===== config.mk =====
export PLATFORM = sky130hd
export DESIGN_NAME = id_ex_stage
export DESIGN_NICKNAME = d
export VERILOG_FILES = /design/src/rtl/id_ex_stage.sv
export SDC_FILE = /design/constraint.sdc
export NUM_CORES = 1
export LEC_CHECK = 0
export ABC_AREA = 0
export CORE_MARGIN = 4
export CORE_UTILIZATION = 35
export DETAILED_ROUTE_END_ITERATION = 6
export PLACE_DENSITY = 0.7
export SLEW_MARGIN = 20
export SYNTH_ARGS = -nofsm -noshare
export SYNTH_HDL_FRONTEND = slang
export SYNTH_SLANG_ARGS = --single-unit

===== constraint.sdc =====
create_clock -name clk_i -period 4.35 [get_ports clk_i]
set_input_delay 0.87 -clock clk_i [delete_from_list [all_inputs] [get_ports clk_i]]
set_output_delay 0.87 -clock clk_i [all_outputs]
set_load 0.01 [all_outputs]

===== src/rtl/id_ex_stage.sv =====
`default_nettype none
// ============================================================================
//  Module   : id_ex_stage
//  Brief    : ID/EX pipeline register with WB-to-EX operand bypass, load-use
//             hazard detection (stall + bubble) and a saturating stall counter.
//  Revision : 1.0  initial release
// ============================================================================
module id_ex_stage #(
  parameter int CTRL_W = 8,
  parameter int CNT_W  = 16
) (
  input  logic              clk_i,
  input  logic              rst_ni,
  input  logic [4:0]        id_rs_i,
  input  logic [4:0]        id_rt_i,
  input  logic [4:0]        id_rd_i,
  input  logic              id_uses_rt_i,
  input  logic [31:0]       id_read_data1_i,
  input  logic [31:0]       id_read_data2_i,
  input  logic [31:0]       id_imm_i,
  input  logic [CTRL_W-1:0] id_ctrl_i,
  input  logic              id_valid_i,
  input  logic              flush_i,
  input  logic              wb_reg_write_i,
  input  logic [4:0]        wb_write_reg_i,
  input  logic [31:0]       wb_write_data_i,
  output logic              stall_o,
  output logic              ex_valid_o,
  output logic [4:0]        ex_rs_o,
  output logic [4:0]        ex_rt_o,
  output logic [4:0]        ex_rd_o,
  output logic [31:0]       ex_op1_o,
  output logic [31:0]       ex_op2_o,
  output logic [31:0]       ex_imm_o,
  output logic [CTRL_W-1:0] ex_ctrl_o,
  output logic [CNT_W-1:0]  stall_count_o
);

  localparam logic [0:0] ST_RUN    = 1'b0;
  localparam logic [0:0] ST_BUBBLE = 1'b1;

  logic [0:0]        state_q, state_d;
  logic              valid_q, valid_d;
  logic [4:0]        rs_q, rs_d, rt_q, rt_d, rd_q, rd_d;
  logic [31:0]       op1_q, op1_d, op2_q, op2_d, imm_q, imm_d;
  logic [CTRL_W-1:0] ctrl_q, ctrl_d;
  logic [CNT_W-1:0]  cnt_q, cnt_d;
  logic              byp1, byp2, stall;

  // Forward a same-cycle WB write; register 0 is hard-wired and never forwarded
  always_comb begin
    byp1 = wb_reg_write_i && (wb_write_reg_i != 5'd0) && (wb_write_reg_i == id_rs_i);
    byp2 = wb_reg_write_i && (wb_write_reg_i != 5'd0) && (wb_write_reg_i == id_rt_i);
  end

  // Load in EX whose destination feeds the ID instruction; a flush cancels the hazard
  always_comb begin
    stall = ex_valid_o && ctrl_q[1] && (rt_q != 5'd0) && id_valid_i && !flush_i
            && ((rt_q == id_rs_i) || (id_uses_rt_i && (rt_q == id_rt_i)));
  end

  assign stall_o = stall;

  // State register plus the EX payload it qualifies
  always_ff @(posedge clk_i or negedge rst_ni) begin
    if (!rst_ni) begin
      state_q <= ST_RUN;
      valid_q <= 1'b0;
      rs_q    <= 5'd0;
      rt_q    <= 5'd0;
      rd_q    <= 5'd0;
      op1_q   <= 32'd0;
      op2_q   <= 32'd0;
      imm_q   <= 32'd0;
      ctrl_q  <= '0;
      cnt_q   <= '0;
    end else begin
      state_q <= state_d;
      valid_q <= valid_d;
      rs_q    <= rs_d;
      rt_q    <= rt_d;
      rd_q    <= rd_d;
      op1_q   <= op1_d;
      op2_q   <= op2_d;
      imm_q   <= imm_d;
      ctrl_q  <= ctrl_d;
      cnt_q   <= cnt_d;
    end
  end

  // Flush or load-use hazard makes the next EX cycle a bubble
  always_comb begin
    state_d = ST_RUN;
    if (flush_i || stall) begin
      state_d = ST_BUBBLE;
    end
  end

  // Capture ID contents in RUN, zero everything in BUBBLE; count hazard bubbles only
  always_comb begin
    valid_d = 1'b0;
    rs_d    = 5'd0;
    rt_d    = 5'd0;
    rd_d    = 5'd0;
    op1_d   = 32'd0;
    op2_d   = 32'd0;
    imm_d   = 32'd0;
    ctrl_d  = '0;
    cnt_d   = cnt_q;
    if (state_d == ST_RUN) begin
      valid_d = id_valid_i;
      rs_d    = id_rs_i;
      rt_d    = id_rt_i;
      rd_d    = id_rd_i;
      op1_d   = byp1 ? wb_write_data_i : id_read_data1_i;
      op2_d   = byp2 ? wb_write_data_i : id_read_data2_i;
      imm_d   = id_imm_i;
      ctrl_d  = id_valid_i ? id_ctrl_i : '0;
    end
    if (stall && (cnt_q != {CNT_W{1'b1}})) begin
      cnt_d = cnt_q + CNT_W'(1);
    end
  end

  assign ex_valid_o    = valid_q && (state_q == ST_RUN);
  assign ex_rs_o       = rs_q;
  assign ex_rt_o       = rt_q;
  assign ex_rd_o       = rd_q;
  assign ex_op1_o      = op1_q;
  assign ex_op2_o      = op2_q;
  assign ex_imm_o      = imm_q;
  assign ex_ctrl_o     = ctrl_q;
  assign stall_count_o = cnt_q;

endmodule
`default_nettype wire


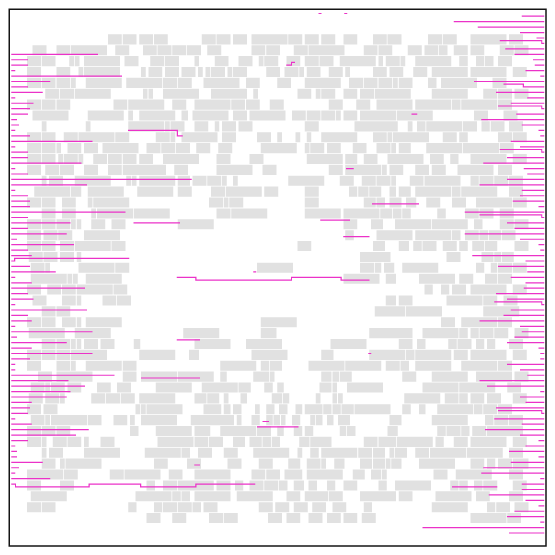
(the metal 3 layer)
(4 px per um) Cells faint in the background.
The layer holds 9.6% of the routed length. The longest straight run is 44.9 um. 183 nets have wire on it. The layer carries 1640 um of wire.

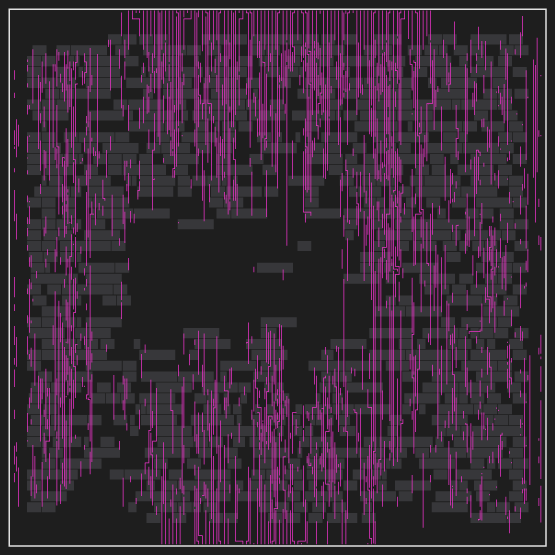
(the metal 2 layer)
(4 px per um) Cells faint in the background.
The layer carries 8840 um of wire. The layer holds 51% of the routed length. The longest straight run is 58.8 um.

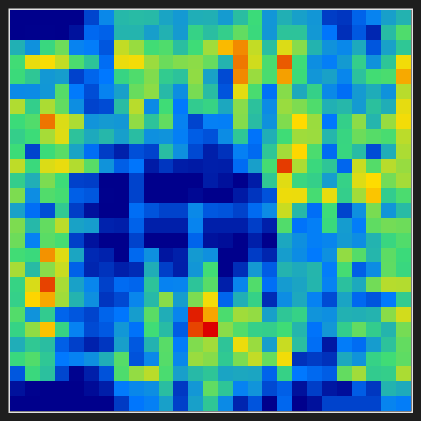
(wire density map)
(3 px per um) The die is cut into 27 by 27 equal tiles; dark blue is low, red is high, scaled to the fullest tile. Values are wire area over tile area, all layers added.
7.0% of the tiles are nearly empty. The emptiest ninth of the die: center. The fullest tile reaches 0.44. The mean over all tiles is 0.16.

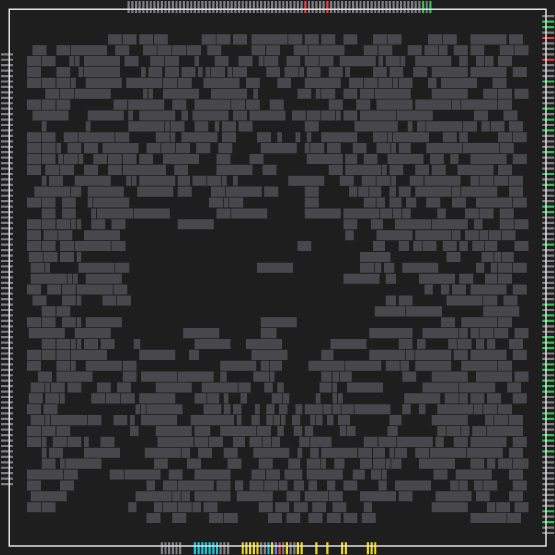
(pin map)
(4 px per um) Pins as bars across the die edge, other pins in gray.
Key: id_rt_i = red [pins 5, direction input, edge 2 right, 2 top, 1 bottom]; stall_count_o = yellow [pins 16, direction output, edge bottom]; id_imm_i = green [pins 32, direction input, edge 30 right, 2 top]; ex_ctrl_o = cyan [pins 8, direction output, edge bottom]; ex_valid_o = blue [pins 1, direction output, edge bottom]
All pins by edge: 96 right, 83 top, 80 left, 40 bottom.

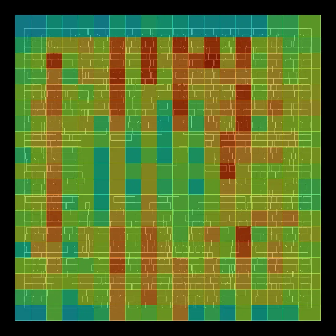
(routing congestion)
met3 Usage GRT: 6.789%
most used routing layer: met2
GRT Total Usage: 19.08%

==> changes_impl.md <==
### Implementation results

* Final #Nets at between 900 and 1000
* Reg2reg end: ex_op1_o[11]
* Static leakage at 3.821 nW
* RSZ-0062 raised after global routing: false
* Cell Type Count at 38
* Ys flop type: dfrtp_1
* Cell total in the yosys stat output at ~440
* Flop pwr share at 41.0%
* XOR/XNOR Area Share at 4.901%
* Measured slew at the worst slew-check pin at 0.9526 ns
* Ant. Diodes at 0
* Die H at 133.8 um
* Clock network power at about 1.5 mW
* Worst-path fanout max at 3
* Reg-to-reg startpoint: ex_rt_o[4]
* Simple-gate share of the synthesized area at 16.21%
* WL final at about 17000 um
* Core Region at about 15000 sq um
* GRT overflow at 0
* Delay-heaviest family, CP: buffers and inverters
* Avg Cell Area, Syn at roughly 13 sq um
* Cell count after synthesis at 442
* Cell-internal power at between 2 and 3 mW
* Root Driver: clkbuf_16
* Heaviest power group: clock
* Mux frac, synth at about an eighth
* Synthesized area at between 5000 and 6000 sq um
* Clk pwr share at a little under half
* Fillcell total at ~1200
* Crit path DRT at about 3.5 ns
* Die W at between 100 and 150 um
* CTS H-Tree Depth at 4
* Worst path bufs/invs at 2
* Layout cell share with drive strength beyond 1 at 6.456%
* Total tool warning count at 28
* Post-synth EDFFs at 0
* Post-synthesis adder-cell area fraction at less than 1%
* Vias at about 4400
* First-pass GRT wire length at 26170 um
* Placed Cells at roughly 940
* NetSw at between 0.7 and 0.8 mW
* Clock-pin transition on the worst setup and hold timing paths at approximately 0.05 ns
* Final ANT Viol Nets at 0
* Reg2Reg Setup Slack at ~2.0 ns
* Crit path largest cell delay at ~0.54 ns
* Clock sinks at approximately 140
* Post-synth top area cell: dfrtp_1
* WHS Path Cells at 1
* Hold Path Class: flip-flop to flip-flop
* Crit path cell chain: clkdlybuf4s50_1 -> xnor2_1 -> nand4_1 -> o22ai_2 -> and2_1 -> clkdlybuf4s50_1
* Count of non-CTS buffers in the layout at 305
* Async SR Flop Fraction at 100.0%
* Post-DP HPWL at ~13000 um
* Tap Cells at about 210
* CP endpoint kind: output port
* Seq/total area at between 30% and 40%
* Clk latency late pin at about 0.41 ns
* Switching Share at between 20 and 25%
* YS chip area at 5540 sq um
* Initial antenna violation count at 0
* Grt met2 use at 33.80%
* Post-synth top cells: dfrtp_1, nor2_1, mux2i_1
* Comb area leader: simple AND/OR/NAND/NOR gates
* Status: finished, final reports clean
* Met1 wire length at roughly 6400 um
* Final hold vios at 0
* P_seq at approximately 1.4 mW
* Num ports at roughly 300
* Arrival time of the worst setup path at roughly 2.7 ns
* CTS Buf Count at 17
* Min cycle time layout at between 3 and 4 ns
* Reg2Reg Depth at 8
* Instance count on the critical path at 6
Power and IR drop assume default switching activity.
